==> images/metal_stack.png <==
(6 px per µm)
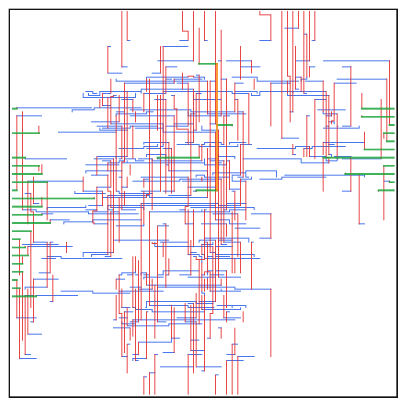
==> images/pdn.png <==
(6 px per µm) Pins as bars on the die edge. Tap cells in gray.
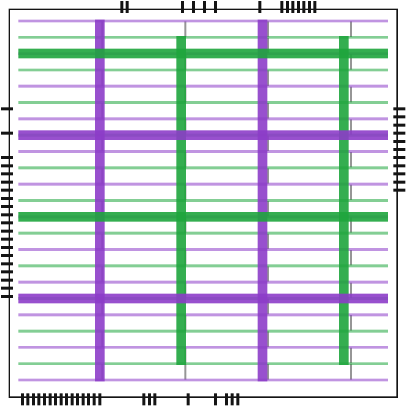
==> src/rtl/datapath_seq_pkg.sv <==
// Shared constants for the datapath sequencer: state codes, opcodes, ALU op codes, IR fields.
package datapath_seq_pkg;

  localparam int unsigned OpcW   = 5;
  localparam int unsigned RegW   = 4;
  localparam int unsigned AluOpW = 4;

  typedef logic [3:0] state_t;
  localparam state_t StIdle = 4'd0;
  localparam state_t StT0   = 4'd1;
  localparam state_t StT1   = 4'd2;
  localparam state_t StT1W  = 4'd3;
  localparam state_t StT2   = 4'd4;
  localparam state_t StT3   = 4'd5;
  localparam state_t StT4   = 4'd6;
  localparam state_t StT5   = 4'd7;
  localparam state_t StT6   = 4'd8;

  localparam logic [OpcW-1:0] OpAdd  = 5'b00011;
  localparam logic [OpcW-1:0] OpSub  = 5'b00100;
  localparam logic [OpcW-1:0] OpAnd  = 5'b00101;
  localparam logic [OpcW-1:0] OpOr   = 5'b00110;
  localparam logic [OpcW-1:0] OpShr  = 5'b00111;
  localparam logic [OpcW-1:0] OpShra = 5'b01000;
  localparam logic [OpcW-1:0] OpShl  = 5'b01001;
  localparam logic [OpcW-1:0] OpRor  = 5'b01010;
  localparam logic [OpcW-1:0] OpRol  = 5'b01011;
  localparam logic [OpcW-1:0] OpMul  = 5'b01111;
  localparam logic [OpcW-1:0] OpDiv  = 5'b10000;

  localparam logic [AluOpW-1:0] AluPass = 4'd0;
  localparam logic [AluOpW-1:0] AluAdd  = 4'd1;
  localparam logic [AluOpW-1:0] AluSub  = 4'd2;
  localparam logic [AluOpW-1:0] AluAnd  = 4'd3;
  localparam logic [AluOpW-1:0] AluOr   = 4'd4;
  localparam logic [AluOpW-1:0] AluShr  = 4'd5;
  localparam logic [AluOpW-1:0] AluShra = 4'd6;
  localparam logic [AluOpW-1:0] AluShl  = 4'd7;
  localparam logic [AluOpW-1:0] AluRor  = 4'd8;
  localparam logic [AluOpW-1:0] AluRol  = 4'd9;
  localparam logic [AluOpW-1:0] AluMul  = 4'd10;
  localparam logic [AluOpW-1:0] AluDiv  = 4'd11;

  localparam int unsigned OpcLsb = 27;
  localparam int unsigned RaLsb  = 23;
  localparam int unsigned RbLsb  = 19;
  localparam int unsigned RcLsb  = 15;

endpackage

==> src/rtl/seq_decode.sv <==
// Combinational opcode decode: legality, HI/LO class and ALU function code.
module seq_decode
  import datapath_seq_pkg::*;
(
  input  logic [OpcW-1:0]   opcode_i,
  output logic              legal_o,
  output logic              is_hilo_o,
  output logic [AluOpW-1:0] alu_op_o
);

  always_comb begin
    legal_o   = 1'b1;
    is_hilo_o = 1'b0;
    alu_op_o  = AluPass;
    case (opcode_i)
      OpAdd:  alu_op_o = AluAdd;
      OpSub:  alu_op_o = AluSub;
      OpAnd:  alu_op_o = AluAnd;
      OpOr:   alu_op_o = AluOr;
      OpShr:  alu_op_o = AluShr;
      OpShra: alu_op_o = AluShra;
      OpShl:  alu_op_o = AluShl;
      OpRor:  alu_op_o = AluRor;
      OpRol:  alu_op_o = AluRol;
      OpMul: begin
        alu_op_o  = AluMul;
        is_hilo_o = 1'b1;
      end
      OpDiv: begin
        alu_op_o  = AluDiv;
        is_hilo_o = 1'b1;
      end
      default: legal_o = 1'b0;
    endcase
  end

endmodule

==> src/rtl/datapath_sequencer.sv <==
// Moore control FSM for fetch/execute of register-register ALU and mul/div instructions.
// Optional single-step gating via the DATAPATH_SEQ_STEP_EN macro (adds input step).
module datapath_sequencer
  import datapath_seq_pkg::*;
#(
  parameter int unsigned OPC_W   = 5,
  parameter int unsigned REG_W   = 4,
  parameter int unsigned ALUOP_W = 4
) (
  input  logic               Clock,
  input  logic               clear,
  input  logic               run,
  input  logic               mem_ready,
`ifdef DATAPATH_SEQ_STEP_EN
  input  logic               step,
`endif
  input  logic [31:0]        ir,
  output logic               PCout,
  output logic               Zlowout,
  output logic               Zhighout,
  output logic               MDRout,
  output logic               MARin,
  output logic               PCin,
  output logic               MDRin,
  output logic               IRin,
  output logic               Yin,
  output logic               Zin_low,
  output logic               Zin_high,
  output logic               HIin,
  output logic               LOin,
  output logic               IncPC,
  output logic               Read,
  output logic               reg_out_en,
  output logic [REG_W-1:0]   reg_out_sel,
  output logic               reg_in_en,
  output logic [REG_W-1:0]   reg_in_sel,
  output logic [ALUOP_W-1:0] alu_op,
  output logic               busy,
  output logic               done,
  output logic               illegal
);

  state_t state_q, state_d, state_nx;
  logic   illegal_q, illegal_d;
  logic   step_ok;
  logic   legal, is_hilo;
  logic [AluOpW-1:0] dec_alu_op;

  logic [OPC_W-1:0] opcode;
  logic [REG_W-1:0] ra, rb, rc;
  logic             unused_ir;

  assign opcode    = ir[OpcLsb +: OPC_W];
  assign ra        = ir[RaLsb +: REG_W];
  assign rb        = ir[RbLsb +: REG_W];
  assign rc        = ir[RcLsb +: REG_W];
  assign unused_ir = ^ir[RcLsb-1:0];

`ifdef DATAPATH_SEQ_STEP_EN
  assign step_ok = step;
`else
  assign step_ok = 1'b1;
`endif

  seq_decode u_decode (
    .opcode_i  (opcode),
    .legal_o   (legal),
    .is_hilo_o (is_hilo),
    .alu_op_o  (dec_alu_op)
  );

  always_comb begin
    state_nx = state_q;
    case (state_q)
      StIdle:  if (run) state_nx = StT0;
      StT0:    state_nx = StT1;
      StT1:    state_nx = StT1W;
      StT1W:   if (mem_ready) state_nx = StT2;
      StT2:    state_nx = StT3;
      StT3:    state_nx = legal ? StT4 : StIdle;
      StT4:    state_nx = StT5;
      StT5:    state_nx = is_hilo ? StT6 : (run ? StT0 : StIdle);
      StT6:    state_nx = run ? StT0 : StIdle;
      default: state_nx = StIdle;
    endcase
    // A held step freezes the state and therefore every strobe it decodes.
    state_d   = step_ok ? state_nx : state_q;
    illegal_d = illegal_q | (step_ok && (state_q == StT3) && !legal);
  end

  always_ff @(posedge Clock) begin
    if (clear) begin
      state_q   <= StIdle;
      illegal_q <= 1'b0;
    end else begin
      state_q   <= state_d;
      illegal_q <= illegal_d;
    end
  end

  always_comb begin
    PCout       = 1'b0;
    Zlowout     = 1'b0;
    Zhighout    = 1'b0;
    MDRout      = 1'b0;
    MARin       = 1'b0;
    PCin        = 1'b0;
    MDRin       = 1'b0;
    IRin        = 1'b0;
    Yin         = 1'b0;
    Zin_low     = 1'b0;
    Zin_high    = 1'b0;
    HIin        = 1'b0;
    LOin        = 1'b0;
    IncPC       = 1'b0;
    Read        = 1'b0;
    reg_out_en  = 1'b0;
    reg_out_sel = '0;
    reg_in_en   = 1'b0;
    reg_in_sel  = '0;
    alu_op      = '0;
    done        = 1'b0;
    case (state_q)
      StT0: begin
        PCout   = 1'b1;
        MARin   = 1'b1;
        IncPC   = 1'b1;
        Zin_low = 1'b1;
      end
      StT1: begin
        Zlowout = 1'b1;
        PCin    = 1'b1;
        Read    = 1'b1;
      end
      StT1W: begin
        Read  = 1'b1;
        MDRin = 1'b1;
      end
      StT2: begin
        MDRout = 1'b1;
        IRin   = 1'b1;
      end
      StT3: begin
        if (legal) begin
          reg_out_en  = 1'b1;
          reg_out_sel = rb;
          Yin         = 1'b1;
        end
      end
      StT4: begin
        reg_out_en  = 1'b1;
        reg_out_sel = rc;
        alu_op      = ALUOP_W'(dec_alu_op);
        Zin_low     = 1'b1;
        Zin_high    = is_hilo;
      end
      StT5: begin
        Zlowout = 1'b1;
        if (is_hilo) begin
          LOin = 1'b1;
        end else begin
          reg_in_en  = 1'b1;
          reg_in_sel = ra;
          done       = 1'b1;
        end
      end
      StT6: begin
        Zhighout = 1'b1;
        HIin     = 1'b1;
        done     = 1'b1;
      end
      default: ;
    endcase
  end

  assign busy    = (state_q != StIdle);
  assign illegal = illegal_q;

endmodule

==> config.mk <==
export PLATFORM = sky130hd
export DESIGN_NAME = datapath_sequencer
export DESIGN_NICKNAME = d
export VERILOG_FILES = /design/src/rtl/datapath_seq_pkg.sv /design/src/rtl/seq_decode.sv /design/src/rtl/datapath_sequencer.sv
export SDC_FILE = /design/constraint.sdc
export NUM_CORES = 1
export LEC_CHECK = 0
export CAP_MARGIN = 20
export CELL_PAD_IN_SITES_DETAIL_PLACEMENT = 1
export CELL_PAD_IN_SITES_GLOBAL_PLACEMENT = 1
export CORE_UTILIZATION = 18
export CTS_CLUSTER_DIAMETER = 120
export CTS_CLUSTER_SIZE = 10
export DETAILED_ROUTE_END_ITERATION = 7
export GPL_ROUTABILITY_DRIVEN = 0
export PLACE_DENSITY = 0.78
export SLEW_MARGIN = 10
export SYNTH_ARGS = -nofsm -noshare
export SYNTH_HDL_FRONTEND = slang
export SYNTH_SLANG_ARGS = --single-unit
export TNS_END_PERCENT = 20
==> constraint.sdc <==
create_clock -name Clock -period 2.2 [get_ports Clock]
set_clock_uncertainty 0.05 [all_clocks]
set_input_delay 0.33 -clock Clock [delete_from_list [all_inputs] [get_ports Clock]]
set_output_delay 0.33 -clock Clock [all_outputs]
set_load 0.005 [all_outputs]
==> impl_metrics.env <==
# physical design summary
export IMPL_mi_logic_area_um2=559.3
export IMPL_port_buffers=52
export IMPL_wl_um=2897
export IMPL_holdWs_ps=407.3
export IMPL_aoi_share_pct=27.86
export IMPL_ir_worst_vdd_mv=0.1159
export IMPL_final_hold_viol_count=0
export IMPL_slew_violations=0
export IMPL_layout_area_overhead_vs_synth_pct=100.0
export IMPL_clkPwrFrac_pct=31.8
export IMPL_rows=22
export IMPL_ioPinCount=68
export IMPL_slowest_stage="or4b_4"
export IMPL_antenna_found_initial=0
export IMPL_htreeDepth=1
export IMPL_pg_clk_uw=174
export IMPL_max_freq_ghz=0.4679
export IMPL_fin_crit_ps=2137
export IMPL_viasPerCell=4.586
export IMPL_hp_class="flop to flop"
export IMPL_reg2reg_slack_ps=670
export IMPL_overflow=0
export IMPL_warnings=42
export IMPL_ys_async_sr_fraction_pct=0
export IMPL_worst_path_max_fanout=6
export IMPL_p_comb_share_pct=48.9
export IMPL_via_count=1009
export IMPL_synth_area_um2=700.7
export IMPL_largest_area_cell="dfxtp_1"
export IMPL_final_layout_size_suffix_gt1_share_pct=32.56
export IMPL_drv_cap=0
export IMPL_wl_per_cell_um=13.17
export IMPL_synthTopCellsByCount="a21oi_1, nand2_1, nor2_1, and2_1, nor3_1"
export IMPL_fa_ha_area_share_pct=0
export IMPL_initial_core_util_pct=19.00
export IMPL_p_seq_share_pct=19.3
export IMPL_swShare_pct=31.36
export IMPL_start_kind="input pin"
export IMPL_maxPowerGroup="combinational logic"
export IMPL_hold_depth=1
export IMPL_dpl_hpwl_um=2359
export IMPL_ys_warnings_count=0
export IMPL_criticalPathCategory="input pin to output port"
export IMPL_cp_required_ps=1820
export IMPL_antenna_cells=0
export IMPL_status="complete, no violations"
export IMPL_edf_count=0
export IMPL_topCombFamilyByArea="simple AND/OR/NAND/NOR gates"
export IMPL_fill_cells=471
export IMPL_synth_seq_share_pct=14.29
export IMPL_postRouteAntennaNets=0
export IMPL_nets=209
export IMPL_ys_sh_xor_pct=1.250
export IMPL_cts_buffers=3
export IMPL_clock_latency_ps=220
export IMPL_p_per_area_nw_per_um2=391.0
export IMPL_cts_tree="built"
export IMPL_rsz0062_at_grt="no"
export IMPL_synth_top_area_share_pct=14.29
export IMPL_grt_usage_pct=15.04
export IMPL_p_int_uw=376.1
export IMPL_worstPathArrival_ps=1760
export IMPL_slew_headroom_pct=76.48
export IMPL_power_total_uw=547.9
export IMPL_setup_viol=0
export IMPL_fin_ws_ps=63.01
export IMPL_ys_cells=104
export IMPL_period_used_pct=97.14
export IMPL_dpl_worst_slack_ps=-733.1
About metal_stack.png:
[blue] met1 | wire length: 1270 µm
[green] met3 | wire length: 129 µm
[orange] met4 | wire length: 21.1 µm
[red] met2 | wire length: 1470 µm

About pdn.png:
[green] VDD
[purple] VSS
met1 rails: 23
rows: 22
die span in y: 64.39 µm
Core ar.: 3689 µm²
die width: 64.39 µm

cell usage in the layout, fill, tap and decap left out, types with 2 or more instances in the layout:
cell             netlist  routed
clkdlybuf4s50_1        0      30
buf_4                  5      22
nand2_1               11      10
a21oi_1               11      10
nor2_1                11       9
buf_2                  0       9
and2_1                 7       7
dlygate4sd2_1          0       7
nor3_1                 6       5
nand2b_1               4       4
a32o_1                 4       4
o21ai_0                4       4
dfxtp_1                5       4
clkbuf_2               0       4
inv_1                  3       3
clkbuf_8               0       3
nor2b_2                0       2
a21o_1                 2       2
nor2_2                 0       2
nor2b_1                4       2
o211ai_1               2       2
final timing paths:
path	end	startpoint
hold / removal	illegal	illegal
setup reg to reg	state_q[0]	state_q[2]
setup / recovery	done	ir[27]
hold reg to reg	illegal	illegal
worst max-delay path: cells and delay by family:
family                 cells  cell delay (ps)
and+or+nand+nor            3              960
AOI/OAI and AO/OA          1              260
buffers and inverters      2              210
per-stage QoR:
step	TNS (ps)	area, µm²	util [%]	std cells
finish	0	1401	37.99	220
floorplan	0	700.7	-	104
CTS	-120.4	1413	38.30	220
detailed placement	-9496	1364	36.97	213
global route	0	1401	37.99	220
global placement	-8893	1364	36.97	213
what timing repair did:
item                       4_1_cts  5_1_grt
resized                         61       11
pin swaps                        8        5
buffers inserted                 3        0
setup endpoints to repair       20       19
registers in the layout (all words and copies together), names as in the netlist:
signal / count
illegal: 1
state_q: 4
cell type report:
| class | instances | share of cell area (%) |
|---|---|---|
| inverters | 3 | 0.8036 |
| multi-input cells | 85 | 39.91 |
| well taps | 48 | 4.286 |
| repair buffers | 75 | 44.55 |
| clock buffers | 4 | 3.214 |
| flip-flops and latches | 5 | 7.232 |
routing by layer:
layer  up-vias  share of wire [%]
met2        36                 51
met5         -                  0
li1        501                  -
met4         0               0.72
met3         3                4.5
met1       469                 44
